### config.mk
export PLATFORM = sky130hd
export DESIGN_NAME = return_address_stack
export DESIGN_NICKNAME = d
export VERILOG_FILES = /design/src/rtl/mips_pkg.sv /design/src/rtl/ras_storage.sv /design/src/rtl/return_address_stack.sv
export SDC_FILE = /design/constraint.sdc
export NUM_CORES = 1
export LEC_CHECK = 0
export CORE_ASPECT_RATIO = 0.6
export CORE_MARGIN = 3
export CORE_UTILIZATION = 45
export CTS_CLUSTER_DIAMETER = 80
export CTS_CLUSTER_SIZE = 12
export DETAILED_ROUTE_END_ITERATION = 6
export PLACE_DENSITY = 0.63
export SYNTH_ARGS = -nofsm -noshare
export SYNTH_HDL_FRONTEND = slang
export SYNTH_SLANG_ARGS = --single-unit
export TNS_END_PERCENT = 30
### constraint.sdc
create_clock -name clock -period 4.2 [get_ports clock]
set_clock_uncertainty 0.1 [all_clocks]
set_input_delay 0.42 -clock clock [delete_from_list [all_inputs] [get_ports clock]]
set_output_delay 0.42 -clock clock [all_outputs]
set_load 0.05 [all_outputs]
### src/rtl/mips_pkg.sv
// Shared definitions for the fetch/branch path.
//   PC_W        instruction address width (PC width)
//   addr_t      instruction address type
//   RAS_DEPTH   default return-address stack depth
//   RAS_LVL_W   default width of the stack occupancy count
//   rasLevelWidth(depth)  occupancy-count width able to hold 0..depth
package mips_pkg;

  localparam int PC_W = 11;

  typedef logic [PC_W-1:0] addr_t;

  localparam int RAS_DEPTH = 8;

  function automatic int rasLevelWidth(input int depth);
    return $clog2(depth + 1);
  endfunction

  localparam int RAS_LVL_W = rasLevelWidth(RAS_DEPTH);

endpackage

### src/rtl/ras_storage.sv
// Return-address stack entry array: DEPTH x ADDR_W registers, one
// synchronous write port and one asynchronous read port. Contents are
// intentionally not reset; validity is tracked by the owner's level count.
// Ports:
//   clock   in   write clock
//   we      in   write enable
//   wrIdx   in   write index
//   wrData  in   write data
//   rdIdx   in   read index
//   rdData  out  combinational read data
module ras_storage
  import mips_pkg::*;
#(
  parameter int ADDR_W = PC_W,
  parameter int DEPTH  = RAS_DEPTH,
  parameter int IDX_W  = $clog2(DEPTH)
) (
  input  logic              clock,
  input  logic              we,
  input  logic [IDX_W-1:0]  wrIdx,
  input  logic [ADDR_W-1:0] wrData,
  input  logic [IDX_W-1:0]  rdIdx,
  output logic [ADDR_W-1:0] rdData
);

  logic [ADDR_W-1:0] mem [DEPTH];

  always_ff @(posedge clock) begin
    if (we) begin
      mem[wrIdx] <= wrData;
    end
  end

  assign rdData = mem[rdIdx];

endmodule

### src/rtl/return_address_stack.sv
// Hardware return-address stack. A call (Push) stores PCAtual+1; a return
// (Pop) hands the top entry back to fetch one cycle later as
// EnderecoRetorno qualified by RetornoValido. Flush empties the stack on a
// context switch; Enable=0 freezes all state.
// Optional build macro RAS_CIRCULAR_EN: storage becomes a circular buffer
// and a push when full overwrites the oldest entry instead of being refused.
// Ports:
//   clock            in   system clock, rising edge
//   reset            in   synchronous active-high reset
//   Enable           in   pipeline advance (0 = stall)
//   Push             in   call executed this cycle
//   Pop              in   return executed this cycle
//   Flush            in   context switch, empties the stack
//   PCAtual          in   PC of the call instruction
//   Topo             out  current top entry (0 when empty)
//   EnderecoRetorno  out  registered address popped last cycle
//   RetornoValido    out  one-cycle strobe qualifying EnderecoRetorno
//   Vazio            out  stack empty
//   Cheio            out  stack full
//   Nivel            out  current occupancy
//   Overflow         out  sticky, a push found the stack full
//   Underflow        out  sticky, a pop found the stack empty
module return_address_stack
  import mips_pkg::*;
#(
  parameter int ADDR_W = PC_W,
  parameter int DEPTH  = RAS_DEPTH,
  parameter int LVL_W  = rasLevelWidth(DEPTH)
) (
  input  logic              clock,
  input  logic              reset,
  input  logic              Enable,
  input  logic              Push,
  input  logic              Pop,
  input  logic              Flush,
  input  logic [ADDR_W-1:0] PCAtual,
  output logic [ADDR_W-1:0] Topo,
  output logic [ADDR_W-1:0] EnderecoRetorno,
  output logic              RetornoValido,
  output logic              Vazio,
  output logic              Cheio,
  output logic [LVL_W-1:0]  Nivel,
  output logic              Overflow,
  output logic              Underflow
);

  localparam int               IDX_W    = $clog2(DEPTH);
  localparam logic [LVL_W-1:0] LVL_FULL = LVL_W'(DEPTH);

  logic [LVL_W-1:0]  level;
  logic [LVL_W-1:0]  levelNext;
  logic              doFlush;
  logic              doPush;
  logic              doPop;
  logic              isEmpty;
  logic              isFull;
  logic              popOk;
  logic              pushOk;
  logic              overflowEvent;
  logic              underflowEvent;
  logic [IDX_W-1:0]  wrIdx;
  logic [IDX_W-1:0]  rdIdx;
  logic [ADDR_W-1:0] rdData;
  logic [ADDR_W-1:0] pushValue;

  // Flush outranks the call/return requests of the same cycle.
  assign doFlush = Enable & Flush;
  assign doPush  = Enable & ~Flush & Push;
  assign doPop   = Enable & ~Flush & Pop;

  assign isEmpty = (level == '0);
  assign isFull  = (level == LVL_FULL);

  assign popOk          = doPop & ~isEmpty;
  assign underflowEvent = doPop & isEmpty;
  // A simultaneous successful pop frees the top slot, so only a lone push
  // can hit a full stack.
  assign overflowEvent  = doPush & ~popOk & isFull;

  assign pushValue = PCAtual + ADDR_W'(1);

`ifdef RAS_CIRCULAR_EN
  logic [IDX_W-1:0] topPtr;
  logic [IDX_W-1:0] topPtrNext;

  // Every push is accepted; when full, topPtr+1 is the oldest slot and is
  // overwritten, leaving the level saturated at DEPTH.
  assign pushOk = doPush;
  assign rdIdx  = topPtr;
  assign wrIdx  = popOk ? topPtr : topPtr + IDX_W'(1);

  always_comb begin
    topPtrNext = topPtr;
    if (pushOk && !popOk) begin
      topPtrNext = topPtr + IDX_W'(1);
    end else if (popOk && !pushOk) begin
      topPtrNext = topPtr - IDX_W'(1);
    end
  end

  always_ff @(posedge clock) begin
    if (reset) begin
      topPtr <= '0;
    end else begin
      topPtr <= topPtrNext;
    end
  end
`else
  // Linear stack: entry i lives in slot i, so the top is slot level-1 and
  // the next free slot is slot level.
  assign pushOk = doPush & (popOk | ~isFull);
  assign rdIdx  = IDX_W'(level - LVL_W'(1));
  assign wrIdx  = popOk ? rdIdx : IDX_W'(level);
`endif

  always_comb begin
    levelNext = level;
    if (doFlush) begin
      levelNext = '0;
    end else if (pushOk && !popOk) begin
      levelNext = isFull ? level : level + LVL_W'(1);
    end else if (popOk && !pushOk) begin
      levelNext = level - LVL_W'(1);
    end
  end

  always_ff @(posedge clock) begin
    if (reset) begin
      level           <= '0;
      EnderecoRetorno <= '0;
      RetornoValido   <= 1'b0;
      Overflow        <= 1'b0;
      Underflow       <= 1'b0;
    end else begin
      level         <= levelNext;
      RetornoValido <= popOk;
      if (popOk) begin
        EnderecoRetorno <= rdData;
      end
      if (overflowEvent) begin
        Overflow <= 1'b1;
      end
      if (underflowEvent) begin
        Underflow <= 1'b1;
      end
    end
  end

  ras_storage #(
    .ADDR_W (ADDR_W),
    .DEPTH  (DEPTH),
    .IDX_W  (IDX_W)
  ) uStorage (
    .clock  (clock),
    .we     (pushOk),
    .wrIdx  (wrIdx),
    .wrData (pushValue),
    .rdIdx  (rdIdx),
    .rdData (rdData)
  );

  assign Topo  = isEmpty ? '0 : rdData;
  assign Vazio = isEmpty;
  assign Cheio = isFull;
  assign Nivel = level;

endmodule

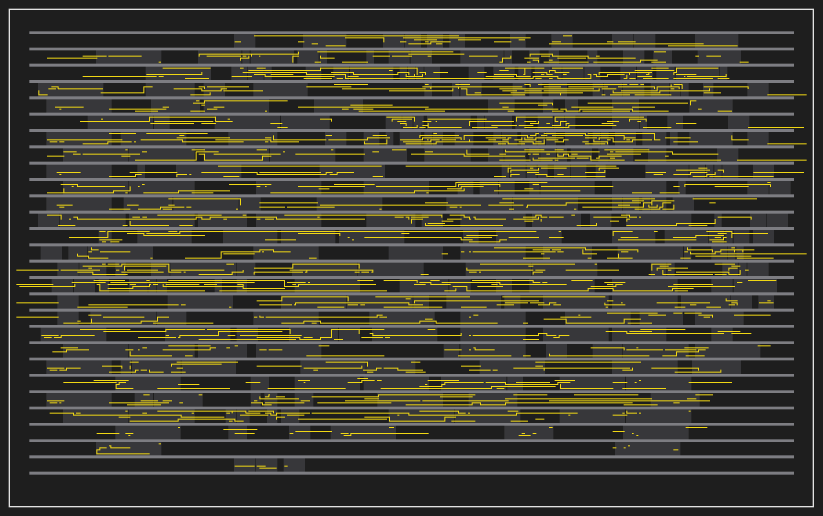
*Met1 routing*
(6 px per um) Supply wires on this layer in gray. Cells faint in the background.
- longest straight run: 59.3 um
- share of all routed wire: 50%
Routed WL: 9534 um
GR Layer Usage met1: 28.08%
DR vias: 2,550

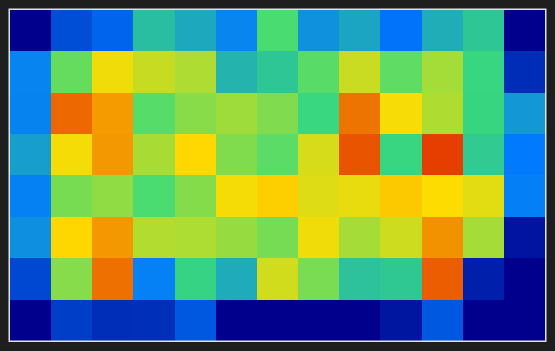
*Cell area per tile*
(4 px per um) The die is cut into 13 by 8 equal tiles; dark blue is low, red is high, 0 to 100% covered.
- tiles over 75% full: 14%
- nearly empty tiles: 9.6%
- fullest tile: 93%
FP Util: 47.09%
Finished Core Util: 57.36%
core footprint: 0.009358 mm2

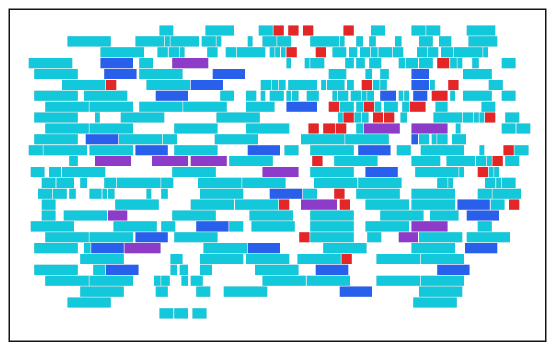
*Cell sizes after repair*
(4 px per um)
- _0 and _1 cells: cyan (cells 264)
- _2 cells: blue (cells 28)
- _3 and _4 cells: red (cells 31)
- _6 and larger: purple (cells 12)
final worst setup slack: 0.9077 ns
Non-clk bufs: 62
Post-Layout Inst Area: 0.005368 mm2

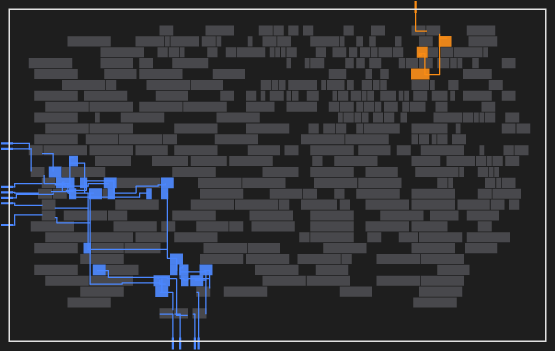
*I/O nets highlighted*
(4 px per um)
- `PCAtual`: blue (bits 11; direction input; end cells 22; buffers 11; wire 417 um)
- `Pop`: orange (bits 1; direction input; end cells 3; buffers 1; wire 31.7 um)
I/O pin total: 48
IO buf count: 47

==> flow_summary.json <==
{
  "chipArea_mm2": 0.01105,
  "holdPathStages": 2,
  "drt.antenna.violating_nets": 0,
  "clk_share_pct": 5.641,
  "finalClockPeriodUsage_pct": 78.39,
  "grt_pass1_vias": 2453,
  "edf_count": 88,
  "timing.rr.end": "uStorage.mem[6][0]",
  "grt_util_all_layers_pct": 18.46,
  "final-comb-area_mm2": 0.001315,
  "die_height_um": 82.65,
  "crit_path_start": "Nivel[1]",
  "internal_power_mw": 1.691,
  "drive_above_1_share_pct": 21.19,
  "via_per_inst": 5.484,
  "rsz0062_at_grt": "no",
  "synth_cell_types": 38,
  "grt_pass1_wl_um": 14730,
  "cts.repair.resized": 0,
  "path_class": "reg -> out",
  "largest_reg_flops": 88,
  "worstSetupStartpointType": "flop",
  "nFillCells": 752,
  "grt_max_degree": 30,
  "cp-endpoint": "Topo[2]",
  "ys_seq_elements": 106,
  "rrSetupSlack_ns": 0.93,
  "p_seq_share_pct": 53.5,
  "clkPwrFrac_pct": 37.9,
  "buf_share_pct": 10.35,
  "hold_class": "reg -> reg",
  "r2r_start": "Nivel[1]",
  "status": "finished, final reports clean",
  "ys_warn_count": 0
}
critical path, stage by stage, from the launching register on:
cell	delay [ns]
dfxtp_1	0.43
inv_1	0.09
ha_1	0.77
buf_4	0.31
mux4_2	0.31
mux2i_1	0.27
nor2_1	0.07
buf_4	0.19
synth_stat cells (all sizes together), types with 5 or more instances:
cell,instances
nand3,9
edfxtp,88
a21oi,5
nor2,27
nor3,14
dfxtp,18
xnor2,8
inv,5
mux4,22
mux2i,14
buf,5
a211oi,12
clkbuf,9
per-stage QoR:
stage | area, um2 | hold WS (ns)
after detailed placement | 5065 | 0.3682
after global placement | 5065 | 0.3833
final | 5368 | 0.3780
after floorplan | 4407 | 0.5302
after global routing | 5368 | 0.4170
after CTS | 5368 | 0.3865
cells by family after synthesis:
group,count (synthesis)
xor gates and xnor gates,10
DFF,106
and+or+nand+nor,68
muxes,37
AOI/OAI and AO/OA,27
buffers and inverters,20
adders and majority gates,3
placed cells by master, fill, tap and decap left out, types with 3 or more instances in the layout:
master | Yosys | layout
and3_1 | 3 | 3
clkdlybuf4s50_1 | 0 | 36
nor2_1 | 27 | 27
nor3_1 | 13 | 13
xnor2_1 | 8 | 8
mux2i_1 | 14 | 14
and3b_1 | 3 | 3
buf_4 | 1 | 26
ha_1 | 3 | 3
clkbuf_16 | 0 | 10
a21oi_1 | 5 | 5
dfxtp_1 | 18 | 17
a211oi_1 | 11 | 11
inv_1 | 5 | 5
mux4_2 | 22 | 22
nand2_1 | 3 | 3
o21ai_0 | 3 | 3
nand3_1 | 9 | 9
edfxtp_1 | 88 | 88
per-layer routing:
layer / wire length (um) / vias up / track usage (%)
met3: 505 / 6 / 4.540
met5: 0 / - / 0
met4: 69 / 0 / 4.312
met1: 4801 / 1298 / 28.08
met2: 4158 / 64 / 26.94
li1: - / 1182 / -
